==> config.mk <==
export PLATFORM = sky130hd
export DESIGN_NAME = lsb_mem_ctrl
export DESIGN_NICKNAME = d
export VERILOG_FILES = /design/src/rtl/cpu_pkg.sv /design/src/rtl/lsb_load_extend.sv /design/src/rtl/lsb_mem_ctrl.sv
export SDC_FILE = /design/constraint.sdc
export NUM_CORES = 1
export LEC_CHECK = 0
export CORE_MARGIN = 3
export CORE_UTILIZATION = 45
export CTS_CLUSTER_SIZE = 8
export DETAILED_ROUTE_END_ITERATION = 8
export PLACE_DENSITY_LB_ADDON = 0.15
export SLEW_MARGIN = 5
export SYNTH_ARGS = -nofsm -noshare
export SYNTH_HDL_FRONTEND = slang
export SYNTH_HIERARCHICAL = 1
export SYNTH_SLANG_ARGS = --single-unit
==> constraint.sdc <==
create_clock -name clk_in -period 6.35 [get_ports clk_in]
set_input_delay 0.9525 -clock clk_in [delete_from_list [all_inputs] [get_ports clk_in]]
set_output_delay 0.9525 -clock clk_in [all_outputs]
set_load 0.01 [all_outputs]
Fig. 1: cell sizes after repair
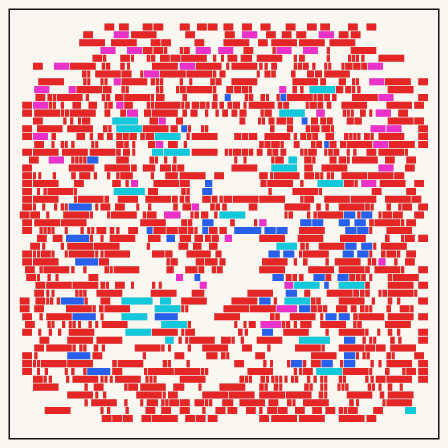
- blue: _2 cells (cells 53; most used mux2_2)
- magenta: _3 and _4 cells (cells 44; most used mux2_4)
- red: _0 and _1 cells (cells 992; most used nand2_1)
- cyan: _6 and larger (cells 26; most used clkbuf_16)
P&R area growth vs syn: 25.9%
nonclk buf count: 173
Final WS setup: 2.09 ns

Fig. 2: wire density map
The bar under the picture is 50 microns long. The die is cut into 30 by 30 equal tiles; dark purple is low, yellow is high, scaled to the fullest tile. Values are wire area over tile area, all layers added.
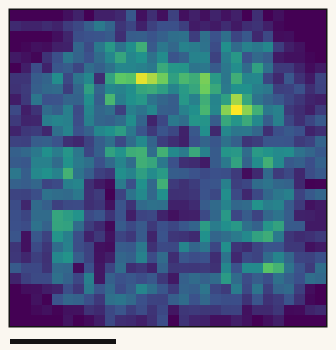
- emptiest ninth of the die: bottom left
- mean over tiles: 0.16
- densest ninth of the die: top middle
- tiles over half the peak: 9.4%
- nearly empty tiles: 6.1%
- fullest tile: 0.58
routed len/inst: 15.9 microns
WL final: 21,900 microns
via count: 7,242

==> results_dict.tcl <==
# place-and-route summary
set metrics [dict create \
    status "finished clean" \
    synth_cell_type_count 66 \
    tap_cells 265 \
    path_cells "inv_1 > ha_1 > nand3b_1 > o211ai_1 > a2111o_1 > a21oi_4 > buf_4 > mux2_1" \
    drtIter0Drc 404 \
    final.fill_count 1720 \
    power_density_nw_per_um2 434 \
    grt-busiest-layer "met2" \
    wl_met2_microns 9700 \
    critPathKind "reg -> reg" \
    use_met1 0.301 \
    initCoreUtil 0.465 \
    die_area_sq_um 22100 \
    max-clock-path-buffers 2 \
    antennaDiodeCount 0 \
    crit_buf_inv 2 \
    use_met3 0.0466 \
    clkSinkCount 178 \
    power.share.combinational 0.391 \
    area_leaders "dfrtp_1 (49%), nand2_1 (13%), mux2_4 (4.1%)" \
    yosys-stat-area_sq_um 9170 \
    mux_share 0.125 \
    p_int_mw 3.26 \
    syn_inst 966 \
    maxUsedRoutingLayer "met4" \
    relSlewSlack 0.260 \
    gp_congestion 0.834 \
    top_power_group "registers" \
    drc 0 \
    yosys_cells 966 \
]
